**src/rtl/fetch_sequencer_pkg.sv**
```systemverilog
// fetch_sequencer_pkg: shared width, step, zero word and FSM encoding for the fetch sequencer
package fetch_sequencer_pkg;
    localparam int WORD_WIDTH = 32;
    localparam logic [WORD_WIDTH-1:0] PC_STEP = 4;
    localparam logic [WORD_WIDTH-1:0] ZERO_WORD = '0;
    typedef enum logic [1:0] {FS_RUN = 2'd0, FS_DRAIN = 2'd1, FS_DONE = 2'd2} fs_state_e;
endpackage

```
**src/rtl/fetch_fifo.sv**
```systemverilog
// fetch_fifo: circular fetch buffer with flush; head reads as zero while empty
module fetch_fifo #(
    parameter int WIDTH = 64,
    parameter int DEPTH = 2
) (
    input  logic                   clk,
    input  logic                   rst_n,
    input  logic                   push,
    input  logic                   pop,
    input  logic                   flush,
    input  logic [WIDTH-1:0]       din,
    output logic [WIDTH-1:0]       head,
    output logic [$clog2(DEPTH):0] count,
    output logic                   full,
    output logic                   empty
);
    localparam int AW = $clog2(DEPTH);
    localparam logic [AW:0] CAP = DEPTH[AW:0];
    logic [WIDTH-1:0] mem [DEPTH];
    logic [AW-1:0] rd_ptr, wr_ptr;
    logic do_push, do_pop;
    assign empty = count == '0;
    assign full = count == CAP;
    assign do_pop = pop && !empty && !flush;
    assign do_push = push && (!full || do_pop) && !flush;
    assign head = empty ? '0 : mem[rd_ptr];
    // pointers and occupancy; a flush discards everything, including a same-cycle pop
    always_ff @(posedge clk or negedge rst_n) begin
        if (!rst_n) begin
            rd_ptr <= '0;
            wr_ptr <= '0;
            count <= '0;
        end else if (flush) begin
            rd_ptr <= '0;
            wr_ptr <= '0;
            count <= '0;
        end else begin
            if (do_push) wr_ptr <= wr_ptr + AW'(1);
            if (do_pop) rd_ptr <= rd_ptr + AW'(1);
            count <= count + {{AW{1'b0}}, do_push} - {{AW{1'b0}}, do_pop};
        end
    end
    // storage needs no reset because head is masked while the buffer is empty
    always_ff @(posedge clk) begin
        if (do_push) mem[wr_ptr] <= din;
    end
endmodule

```
**src/rtl/fetch_sequencer.sv**
```systemverilog
// fetch_sequencer: owns the PC, fetches from combinational imem into a buffer, handles redirects and end of program
module fetch_sequencer
    import fetch_sequencer_pkg::*;
#(
    parameter logic [WORD_WIDTH-1:0] RESET_PC = '0,
    parameter int FIFO_DEPTH = 2,
    parameter bit END_ON_ZERO = 1'b1
) (
    input  logic                  clk,
    input  logic                  rst_n,
    output logic [WORD_WIDTH-1:0] imem_addr,
    input  logic [WORD_WIDTH-1:0] imem_instr,
    input  logic                  freeze,
    input  logic                  branch_taken,
    input  logic [WORD_WIDTH-1:0] branch_target,
    output logic                  if_valid,
    input  logic                  if_ready,
    output logic [WORD_WIDTH-1:0] if_instr,
    output logic [WORD_WIDTH-1:0] if_pc,
    output logic                  done
);
    localparam int CW = $clog2(FIFO_DEPTH) + 1;
    fs_state_e state, state_nxt;
    logic [WORD_WIDTH-1:0] pc, pc_nxt;
    logic [2*WORD_WIDTH-1:0] head;
    logic [CW-1:0] count;
    logic full, empty, pop, fetch, zero, push, last_pop, unused_low;
    assign imem_addr = {2'b00, pc[WORD_WIDTH-1:2]};
    assign if_valid = !empty;
    assign {if_pc, if_instr} = head;
    assign done = state == FS_DONE;
    assign pop = if_valid && if_ready;
    assign last_pop = pop && count == CW'(1);
    assign zero = END_ON_ZERO && imem_instr == ZERO_WORD;
    assign fetch = state == FS_RUN && !freeze && !branch_taken && (!full || pop);
    assign push = fetch && !zero;
    assign unused_low = ^branch_target[1:0];

    fetch_fifo #(.WIDTH(2 * WORD_WIDTH), .DEPTH(FIFO_DEPTH)) u_fifo (
        .clk(clk),
        .rst_n(rst_n),
        .push(push),
        .pop(pop),
        .flush(branch_taken),
        .din({pc, imem_instr}),
        .head(head),
        .count(count),
        .full(full),
        .empty(empty)
    );

    // redirect wins; a drained buffer finishes the program; a zero word stops fetching
    always_comb begin
        state_nxt = branch_taken ? FS_RUN
                  : (state == FS_DRAIN && (empty || last_pop)) ? FS_DONE
                  : (fetch && zero) ? FS_DRAIN : state;
        pc_nxt = branch_taken ? {branch_target[WORD_WIDTH-1:2], 2'b00} : push ? pc + PC_STEP : pc;
    end

    // PC and FSM registers
    always_ff @(posedge clk or negedge rst_n) begin
        if (!rst_n) begin
            state <= FS_RUN;
            pc <= RESET_PC;
        end else begin
            state <= state_nxt;
            pc <= pc_nxt;
        end
    end
endmodule

```
**config.mk**
```make
export PLATFORM = sky130hd
export DESIGN_NAME = fetch_sequencer
export DESIGN_NICKNAME = d
export VERILOG_FILES = /design/src/rtl/fetch_sequencer_pkg.sv /design/src/rtl/fetch_fifo.sv /design/src/rtl/fetch_sequencer.sv
export SDC_FILE = /design/constraint.sdc
export NUM_CORES = 1
export LEC_CHECK = 0
export CORE_MARGIN = 4
export CORE_UTILIZATION = 50
export DETAILED_ROUTE_END_ITERATION = 8
export PLACE_DENSITY_LB_ADDON = 0.08
export RECOVER_POWER = 50
export SLEW_MARGIN = 20
export SYNTH_ARGS = -nofsm -noshare
export SYNTH_HDL_FRONTEND = slang
export SYNTH_SLANG_ARGS = --single-unit
```
**constraint.sdc**
```tcl
create_clock -name clk -period 6.8 [get_ports clk]
set_input_delay 2.04 -clock clk [delete_from_list [all_inputs] [get_ports clk]]
set_output_delay 2.04 -clock clk [all_outputs]
set_load 0.01 [all_outputs]
```
Fig. 1: run 1, routing congestion map
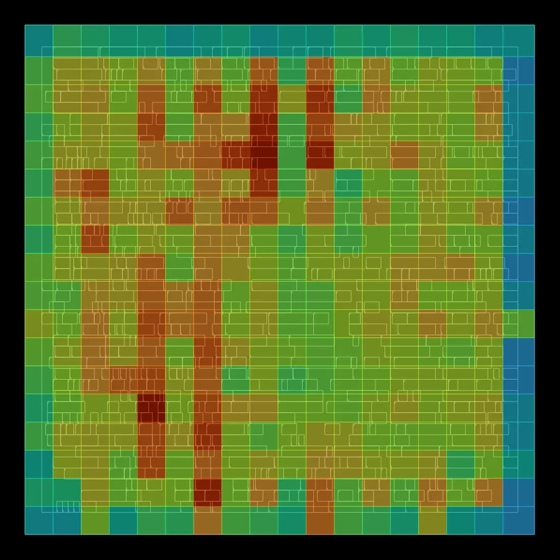
M2 GR Usage: 34.6%
met3 demand-to-capacity share in global routing: 4.52%

Fig. 2: run 1, met3 routing
Drawn at 4 px/um.
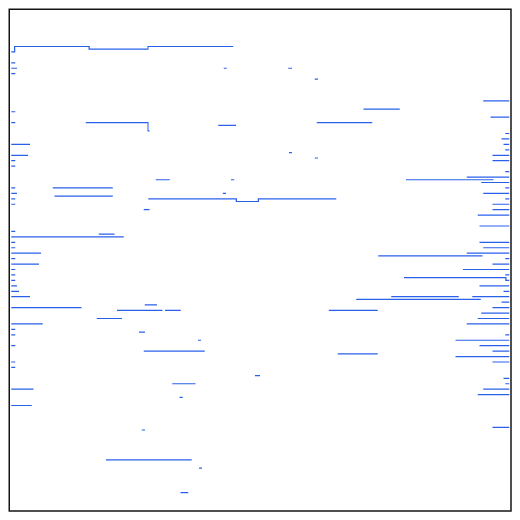
101 nets have wire on it. The layer holds 4.6% of the routed length. The wires run mostly horizontal. The layer carries 730 um of wire.

Fig. 3: run 1, cells colored by class
Drawn at 3 px/um. Fill, decap, tap and diode cells in gray.
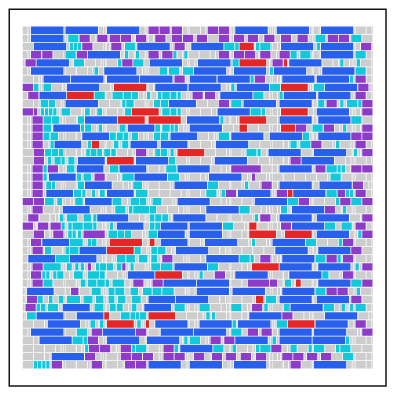
remaining buffers and delay cells: drawn in purple, cells 169, share of their area 19%. clock drivers and dummy loads: drawn in red, cells 32, share of their area 6.6%. sequential cells: drawn in blue, cells 160, share of their area 51%. combinational and other logic: drawn in cyan, cells 323, share of their area 23%.
final core utilization: 69.4%
cell area after layout: 0.00926 mm^2
core region area: 0.0133 mm^2

## run 1: state kept, by name, indices dropped and copies added, names as in the netlist
signal,count
u_fifo.rd_ptr,1
pc,30
u_fifo.wr_ptr,1
u_fifo.count,2
state,2
u_fifo.mem,124
## run 1: cell type report
class	count	area, um^2
Clock inverter	11	140
Inverter	8	30.0
Timing Repair Buffer	169	1700
Sequential cell	160	4630
Clock buffer	21	460
Fill cell	992	4080
Tap cell	176	220
Multi-Input combinational cell	315	2090
## run 1: how the worst max path moves through the flow
| stage | startpoint | endpoint | cells after the start |
|---|---|---|---|
| 2_1_floorplan | freeze | u_fifo.mem[0][0]$_DFFE_PP_ | 5 |
| 3_3_place_gp | imem_instr[10] | u_fifo.mem[0][54]$_DFFE_PP_ | 8 |
| 3_5_place_dp | freeze | u_fifo.mem[0][55]$_DFFE_PP_ | 7 |
| 4_1_cts | u_fifo.rd_ptr$_DFFE_PN0P_ | if_pc[13] | 3 |
| 5_1_grt | imem_instr[0] | u_fifo.mem[1][16]$_DFFE_PP_ | 8 |
| 6_report | imem_instr[7] | u_fifo.mem[1][15]$_DFFE_PP_ | 8 |
## run 1: cells in the final DEF, fill, tap and decap left out, types with 9 or more instances in the layout
| master | n |
|---|---|
| a31oi_1 | 15 |
| clkbuf_16 | 17 |
| clkdlybuf4s50_1 | 95 |
| dfrtp_1 | 35 |
| dlygate4sd3_1 | 64 |
| edfxtp_1 | 124 |
| mux2i_1 | 63 |
| nand2_1 | 17 |
| nand4_1 | 9 |
| nor2_1 | 85 |
| nor4_1 | 9 |
| o21ai_0 | 18 |
| xor2_1 | 11 |
## run 1: power by group
part | switching [mW] | total, mW | internal [mW]
logic | 0.280 | 0.578 | 0.298
clock network | 0.357 | 0.951 | 0.594
registers | 0.0620 | 1.19 | 1.13
==> summary.rpt, run 1 <==
FLOW METRICS REPORT
----------------------------------------------------
[Layout]
  Antenna diode count ........................ 0
  Area overhead of the layout relative to synthesis ........................ 35.2%

[Synthesis]
  Largest combinational cell category by area ........................ simple AND/OR/NAND/NOR gates
  Yosys Warn Count ........................ 0
  Netlist area before placement ........................ 0.00685 mm^2
  Seq/Total Area, Yosys ........................ 67.5%
  FFs w/ async S/R, synth ........................ 22.5%
  Number of flops mapped to enable cells by yosys ........................ 124
  Top FF cell, synth ........................ edfxtp_1
  Synth Area in XOR/XNOR ........................ 2.05%
  Flops & latches, synth ........................ 160
  Post-synth area hogs ........................ edfxtp_1 (54%), dfrtp_1 (13%), mux2i_1 (9.2%), nor2_1 (4.7%), xor2_1 (1.4%)
  Library cell with the highest instance count after synthesis ........................ edfxtp_1

[Timing]
  Number of pins exceeding their max-slew limit in the final report ........................ 37
  Post-layout worst setup margin ........................ 1.39 ns
  Maximum operating frequency ........................ 185 MHz
  Slew headroom ........................ -35.2%

[Global route]
  Busiest layer in global routing ........................ met2
  GRT Residual Overflow ........................ 0

[Critical path]
  Count of buffer and inverter cells on the critical path ........................ 3
  Setup crit end kind ........................ register
  Master of the slowest instance on the critical path ........................ and2_0
  Cells along the critical path ........................ dlygate4sd3_1, nor4_1, nand4_1, clkbuf_1, o21ai_0, nor2_1, and2_0, buf_4
  Required time at the endpoint of the critical path ........................ 6.84 ns
  Startpoint type of the worst setup path ........................ primary input

[Floorplanning]
  Ports placed on the boundary ........................ 167
  Fraction of the core area occupied by cells at floorplan ........................ 51.3%
  Height of the die ........................ 125 um
  X dimension of the die ........................ 125 um

[Clock tree]
  Root buf cell ........................ clkbuf_16
  H-tree levels ........................ 4

[Placed design]
  Post-detailed-placement half-perimeter wirelength ........................ 10400 um
  Dpl cells ........................ 827

[Outcome]
  Failing checks ........................ max-capacitance violations, max-slew violations
  Status ........................ finished, violations left

[Drt]
  Wire length on met1 ........................ 6820 um
  Router iterations before antenna repair ........................ 6
  Wire length on met2 ........................ 7970 um
  Uppermost metal layer occupied by signal nets ........................ met4

[Power and ir drop]
  Power density relative to cell area ........................ 294 mW/mm^2

[Flow run]
  Total of max-cap violations ........................ 1

----------------------------------------------------
Fig. 4: run 1, selected gate families
Drawn at 3 px/um.
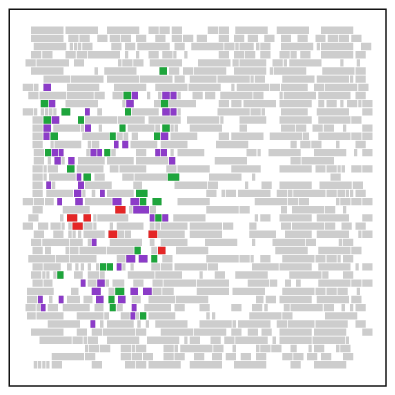

==> run 2: changes to the inputs <==
--- a/config.mk
+++ b/config.mk
@@ -6,7 +6,7 @@
 export NUM_CORES = 1
 export LEC_CHECK = 0
 export CORE_MARGIN = 4
-export CORE_UTILIZATION = 50
+export CORE_UTILIZATION = 45
 export DETAILED_ROUTE_END_ITERATION = 8
 export PLACE_DENSITY_LB_ADDON = 0.08
 export RECOVER_POWER = 50
==> constraint.sdc (replaced) <==
create_clock -name clk -period 4.8 [get_ports clk]
set_input_delay 1.44 -clock clk [delete_from_list [all_inputs] [get_ports clk]]
set_output_delay 1.44 -clock clk [all_outputs]
set_load 0.01 [all_outputs]
Fig. 5: run 2, selected gate families
Drawn at 3 px/um.
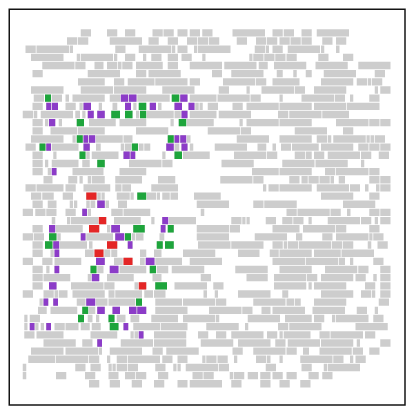
non-inverting ao/oa cells: drawn in red, cells 7, where left middle. and/or cells: drawn in green, cells 31. aoi and oai cells: drawn in purple, cells 54.
logic gate fraction of the total cell area: 22.3%
leading cell type in the layout, fill and taps excluded: edfxtp_1
final cell count without fillers: 867

==> summary.rpt, run 2 <==
FLOW METRICS REPORT
----------------------------------------------------
[Critical path]
  Startpoint type of the worst setup path ........................ primary input (unchanged)
  Required time at the endpoint of the critical path ........................ 5.06 ns (was 6.84 ns)
  Master of the slowest instance on the critical path ........................ o2111ai_1 (was and2_0)
  Cells along the critical path ........................ dlygate4sd3_1, nor4_1, nand4_1, clkbuf_1, o2111ai_1, or4_1, a31oi_1 (was dlygate4sd3_1, nor4_1, nand4_1, clkbuf_1, o21ai_0, nor2_1, and2_0, buf_4)
  Setup crit end kind ........................ register (unchanged)

[Power and ir drop]
  Comb power frac ........................ 19.8% (was 21.2%)
  Sequential cell fraction of total power ........................ 42.0% (was 43.8%)
  Pwr top ........................ registers (unchanged)
  Design internal power ........................ 3.00 mW (was 2.02 mW)
  Clock group ........................ 1.55 mW (was 0.951 mW)

[Floorplanning]
  Height of the die ........................ 131 um (was 125 um)
  Fraction of the core area occupied by cells at floorplan ........................ 46.6% (was 51.3%)
  Ports placed on the boundary ........................ 167 (unchanged)

[Timing]
  Maximum operating frequency ........................ 250 MHz
  Number of pins exceeding their max-slew limit in the final report ........................ 37 (unchanged)

[Synthesis]
  Library cell with the highest instance count after synthesis ........................ edfxtp_1 (unchanged)
  Flops & latches, synth ........................ 160 (unchanged)
  Number of flops mapped to enable cells by yosys ........................ 124 (unchanged)
  Top FF cell, synth ........................ edfxtp_1 (unchanged)
  Post-synth area hogs ........................ edfxtp_1 (54%), dfrtp_1 (13%), mux2i_1 (9.2%), nor2_1 (4.7%), xor2_1 (1.4%) (unchanged)
  FFs w/ async S/R, synth ........................ 22.5% (unchanged)
  Largest combinational cell category by area ........................ simple AND/OR/NAND/NOR gates (unchanged)

[Layout]
  Registers with the most flip-flops ........................ u_fifo.mem (124), pc (30) (unchanged)
  Final core utilization ........................ 63.5% (was 69.4%)
  Area overhead of the layout relative to synthesis ........................ 36.1% (was 35.2%)
  Register name with the most flops ........................ u_fifo.mem (unchanged)
  Antenna diode count ........................ 0 (unchanged)
  Number of flip-flops in the largest register ........................ 124 (unchanged)

[Placed design]
  Dpl cells ........................ 835 (was 827)

[Clock tree]
  H-tree levels ........................ 4 (unchanged)

[Outcome]
  Status ........................ finished, violations left (unchanged)
  Failing checks ........................ max-capacitance violations, max-slew violations (unchanged)

[Flow run]
  Total of max-cap violations ........................ 1 (unchanged)

[Drt]
  Router iterations before antenna repair ........................ 4 (was 6)

[Global route]
  GRT Residual Overflow ........................ 0 (unchanged)

----------------------------------------------------
## run 2: netlist changes by cell type in the layout (fill, tap and decap cells not counted), moves of 2 or more
cell        delta
bufinv_16      +3
clkbuf_1       -3
clkbuf_8       -2
clkinv_2       -4
clkinv_4       +3
clkinvlp_4     -2
inv_6          +4
## run 2: area by class of cell
| type | count | area (um^2) |
|---|---|---|
| fill | 1144 | 5370 |
| clock inverter | 15 | 256 |
| sequential | 160 | 4630 |
| multi-input combinational | 315 | 2080 |
| timing repair buffer | 168 | 1670 |
| clock buffer | 17 | 425 |
| tap | 184 | 230 |
| inverter | 8 | 30.0 |
## run 2: metal layers
metal	routed length, um	track usage [%]	vias to the layer above
li1	-	-	2230
met1	7170	24.8	2303
met2	8100	32.4	166
met3	874	4.59	21
met4	249	6.42	0
met5	0	0	-
## run 2: how the worst max path moves through the flow
stage	endpoint	startpoint	cells past startpoint	slack, ns
2_1_floorplan	u_fifo.mem[1][0]$_DFFE_PP_	freeze	6	0.69
3_3_place_gp	pc[15]$_DFFE_PN0P_	branch_taken	4	0.62
3_5_place_dp	pc[15]$_DFFE_PN0P_	branch_taken	4	0.55
4_1_cts	if_instr[22]	u_fifo.rd_ptr$_DFFE_PN0P_	4	0.85
5_1_grt	pc[21]$_DFFE_PN0P_	imem_instr[2]	7	0.58
6_report	pc[23]$_DFFE_PN0P_	imem_instr[2]	7	0.81
## run 2: kinds of logic (layout without fill, tap and decap cells)
family	Yosys count	count (layout)
simple gates	165	165
flops	160	160
mux	66	66
compound gates	61	61
buf+inv	38	208
xor+xnor	16	16
fa+ha+maj	3	3
other cells	1	4
## run 2: worst register-to-register path, delay by kind of cell (launching register included)
| kind | cells | cell delay, ns |
|---|---|---|
| compound gates | 2 | 0.68 |
| simple gates | 3 | 1.23 |
| flops | 1 | 0.55 |
Fig. 6: run 2, met3 routing
Drawn at 4 px/um.
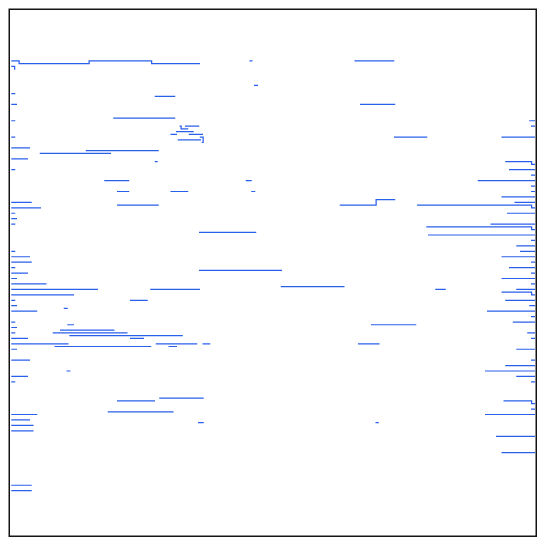

==> run 3: changes to the inputs <==
==> constraint.sdc (replaced) <==
create_clock -name clk -period 3.3 [get_ports clk]
set_input_delay 0.99 -clock clk [delete_from_list [all_inputs] [get_ports clk]]
set_output_delay 0.99 -clock clk [all_outputs]
set_load 0.01 [all_outputs]
Fig. 7: run 3, met3 routing
Drawn at 4 px/um.
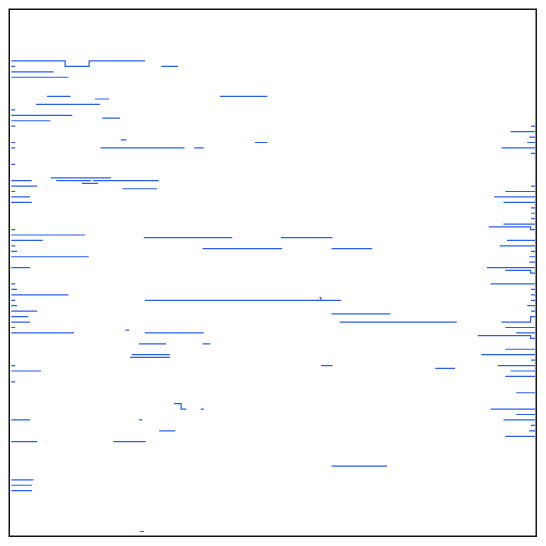
The layer carries 834 um of wire. The layer holds 5.2% of the routed length. The longest straight run is 48.8 um. 105 nets have wire on it. The wires run mostly horizontal.

==> summary.rpt, run 3 <==
FLOW METRICS REPORT
----------------------------------------------------
[Outcome]
  Status ........................ finished, violations left (unchanged)
  Failing checks ........................ max-capacitance violations, max-slew violations (unchanged)

[Synthesis]
  Netlist area before placement ........................ 0.00685 mm^2 (unchanged)
  Library cell with the highest instance count after synthesis ........................ edfxtp_1 (unchanged)
  Avg Cell Area, Syn ........................ 13.4 um^2 (unchanged)
  Yosys Warn Count ........................ 0 (unchanged)
  Flops & latches, synth ........................ 160 (unchanged)
  FFs w/ async S/R, synth ........................ 22.5% (unchanged)
  Top FF cell, synth ........................ edfxtp_1 (unchanged)
  Summed standard-cell area reported by yosys ........................ 0.00685 mm^2 (unchanged)
  Post-synthesis cell count from yosys ........................ 510 (unchanged)
  Seq/Total Area, Yosys ........................ 67.5% (unchanged)
  Synth top cells by count ........................ edfxtp_1 (124), nor2_1 (86), mux2i_1 (63) (unchanged)
  Number of flops mapped to enable cells by yosys ........................ 124 (unchanged)
  Post-synth area hogs ........................ edfxtp_1 (54%), dfrtp_1 (13%), mux2i_1 (9.2%), nor2_1 (4.7%), xor2_1 (1.4%) (unchanged)

[Layout]
  Area occupied by registers ........................ 0.00463 mm^2 (unchanged)
  Register name with the most flops ........................ u_fifo.mem (unchanged)
  Registers with the most flip-flops ........................ u_fifo.mem (124), pc (30) (unchanged)
  Antenna diode count ........................ 0 (unchanged)
  Final core utilization ........................ 63.8% (was 63.5%)
  Area overhead of the layout relative to synthesis ........................ 36.9% (was 36.1%)
  Total Nets Final ........................ 749 (was 742)
  Cell area after layout ........................ 0.00938 mm^2 (was 0.00933 mm^2)
  Fillcell total ........................ 1147 (was 1144)
  Gate Area ........................ 0.00211 mm^2 (was 0.00208 mm^2)
  Leading cell type in the layout, fill and taps excluded ........................ edfxtp_1 (unchanged)
  Final cell count without fillers ........................ 874 (was 867)
  Number of flip-flops in the largest register ........................ 124 (unchanged)
  Commonest cells after routing, fill and taps aside ........................ edfxtp_1 (124), clkdlybuf4s50_1 (94), nor2_1 (85) (was edfxtp_1 (124), clkdlybuf4s50_1 (95), nor2_1 (85))

[Flow run]
  Total of max-cap violations ........................ 1 (unchanged)

[Power and ir drop]
  Combinational cell power ........................ 1.21 mW (was 0.800 mW)
  Fraction of power consumed by the clock network ........................ 34.8% (was 38.2%)
  Power density relative to cell area ........................ 599 mW/mm^2 (was 434 mW/mm^2)
  Pwr top ........................ registers (unchanged)
  Total net switching power ........................ 1.44 mW (was 1.05 mW)
  Design internal power ........................ 4.18 mW (was 3.00 mW)
  Power attributed to sequential cells ........................ 2.45 mW (was 1.70 mW)
  Comb power frac ........................ 21.5% (was 19.8%)
  Sequential cell fraction of total power ........................ 43.7% (was 42.0%)
  Total design power ........................ 5.62 mW (was 4.05 mW)
  Static leakage ........................ 3.25 nW (was 3.23 nW)
  Clock group ........................ 1.95 mW (was 1.55 mW)
  Sw frac ........................ 25.6% (was 25.9%)

[Clock tree]
  Root buf cell ........................ clkbuf_16 (unchanged)
  Clk sink count ........................ 160 (unchanged)
  Clock edge transition at the registers on the reported setup and hold paths ........................ 0.06 ns (about the same)
  H-tree levels ........................ 4 (unchanged)
  Post_cts resized ........................ 0 (unchanged)
  TritonCTS clock tree ........................ yes (unchanged)

[Placed design]
  Post-detailed-placement half-perimeter wirelength ........................ 11000 um (was 10800 um)
  Dpl cells ........................ 842 (was 835)
  Placement-stage worst setup slack ........................ -0.0684 ns (was 0.550 ns)
  Final estimated routing congestion in global placement ........................ 0.787 (was 0.836)
  Instance area after placement ........................ 0.00880 mm^2 (was 0.00866 mm^2)

[Critical path]
  Cells along the critical path ........................ dlygate4sd3_1, nor4_1, nand4_1, clkbuf_2, o21ai_4, buf_4, nor3_4, buf_12 (was dlygate4sd3_1, nor4_1, nand4_1, clkbuf_1, o2111ai_1, or4_1, a31oi_1)
  Setup crit end kind ........................ register (unchanged)
  Startpoint type of the worst setup path ........................ primary input (unchanged)
  Data arrival time of the critical path ........................ 3.33 ns (was 4.25 ns)
  Master of the slowest instance on the critical path ........................ dlygate4sd3_1 (was o2111ai_1)
  Count of buffer and inverter cells on the critical path ........................ 4 (was 2)
  Required time at the endpoint of the critical path ........................ 3.47 ns (was 5.06 ns)

[Timing]
  Number of hold violations in the final report ........................ 0 (unchanged)
  Post-layout worst setup margin ........................ 0.133 ns (was 0.808 ns)
  Number of pins exceeding their max-slew limit in the final report ........................ 37 (unchanged)
  Maximum operating frequency ........................ 316 MHz
  RSZ-0062 raised after global routing ........................ no (unchanged)
  Slew headroom ........................ -36.3% (was -35.8%)
  Transition time of the tightest slew-check pin ........................ 2.04 ns (about the same)

[Floorplanning]
  Height of the die ........................ 131 um (unchanged)
  X dimension of the die ........................ 131 um (unchanged)
  Cell row count ........................ 44 (unchanged)
  Fraction of the core area occupied by cells at floorplan ........................ 46.6% (unchanged)
  Ports placed on the boundary ........................ 167 (unchanged)
  DIE AREA ........................ 0.0173 mm^2 (unchanged)
  Core region area ........................ 0.0147 mm^2 (unchanged)

[Drt]
  Router iterations before antenna repair ........................ 4 (unchanged)
  Vias ........................ 4753 (was 4720)
  1st-iter DRT viols ........................ 357 (was 320)

[Worst hold path]
  Min-delay worst type ........................ reg -> reg (unchanged)

[Global route]
  GRT Residual Overflow ........................ 0 (unchanged)

----------------------------------------------------
## run 3: cell families after synthesis
kind of cell               Yosys count  synth area share, %
buffers and inverters               38                 2.47
muxes                               66                 9.70
other                                1               0.0547
and+or+nand+nor                    165                 11.6
xor gates and xnor gates            16                 2.05
AOI/OAI and AO/OA                   61                 6.08
DFF                                160                 67.5
adders and majority gates            3                0.548
## run 3: path summary, 6_finish.rpt
kind                                         start                          end  slack, ns  cells past startpoint
max in group asynchronous                    rst_n    u_fifo.rd_ptr$_DFFE_PN0P_       0.70                      1
min in group asynchronous                    rst_n           pc[27]$_DFFE_PN0P_       1.15                      1
worst max register to register   pc[2]$_DFFE_PN0P_           pc[30]$_DFFE_PN0P_       1.06                      6
worst min-delay path            pc[31]$_DFFE_PN0P_  u_fifo.mem[0][63]$_DFFE_PP_       0.56                      0
worst min register to register  pc[31]$_DFFE_PN0P_  u_fifo.mem[0][63]$_DFFE_PP_       0.56                      0
worst max-delay path                imem_instr[17]   u_fifo.mem[0][0]$_DFFE_PP_       0.13                      8
## run 3: metal layers
layer  GRT usage [%]  wire, um  part of all wire, %  vias up
met5               0         0                    0        -
met3            4.66       834                  5.2       18
met1            24.1      7000                   44     2345
met4            6.77       262                  1.6        0
li1                -         -                    -     2240
met2            31.7      7910                   49      150
## run 3: final cells by class
class	count	share of cell area, %
Sequential cell	160	49.3
Clock buffer	25	5.07
Multi-Input combinational cell	315	22.4
Timing Repair Buffer	175	19.2
Tap cell	184	2.45
Clock inverter	7	1.20
Inverter	8	0.320
## run 3: worst reg2reg max path, cell delays in order (launching register included)
cell and delay [ns]:
dfrtp_1 0.51, ha_1 0.26, and3_1 0.19, and2_1 0.29, nand3_1 0.24, or4_1 0.51, a31oi_1 0.17

==> gallery <==
Drive-strength map.
Drawn at 3 px/um.
image #1
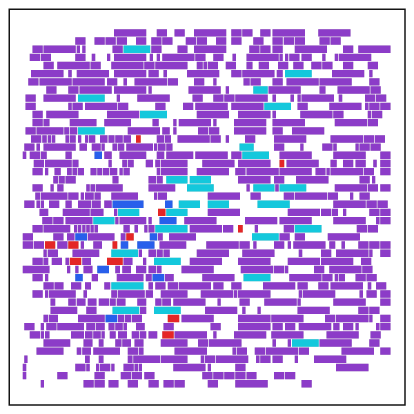
image #2
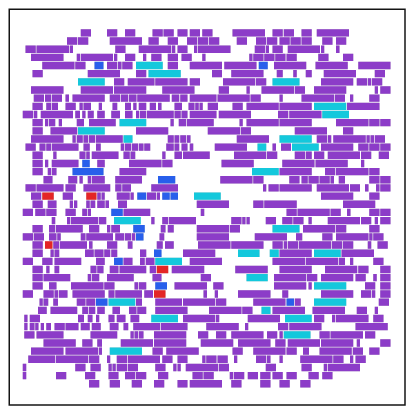
image #3
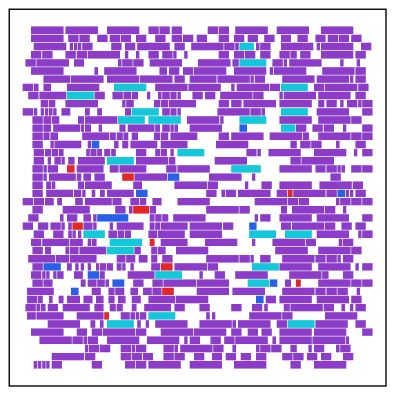
Image #2 is run 2.
Image #3 is run 1.
Image #1 is run 3.

Key to image #2:
_0 and _1 cells: drawn in purple, cells 633. _3 and _4 cells: drawn in blue, cells 16. _2 cells: drawn in red, cells 5. _6 and larger: drawn in cyan, cells 29.

Power and IR drop assume default switching activity.
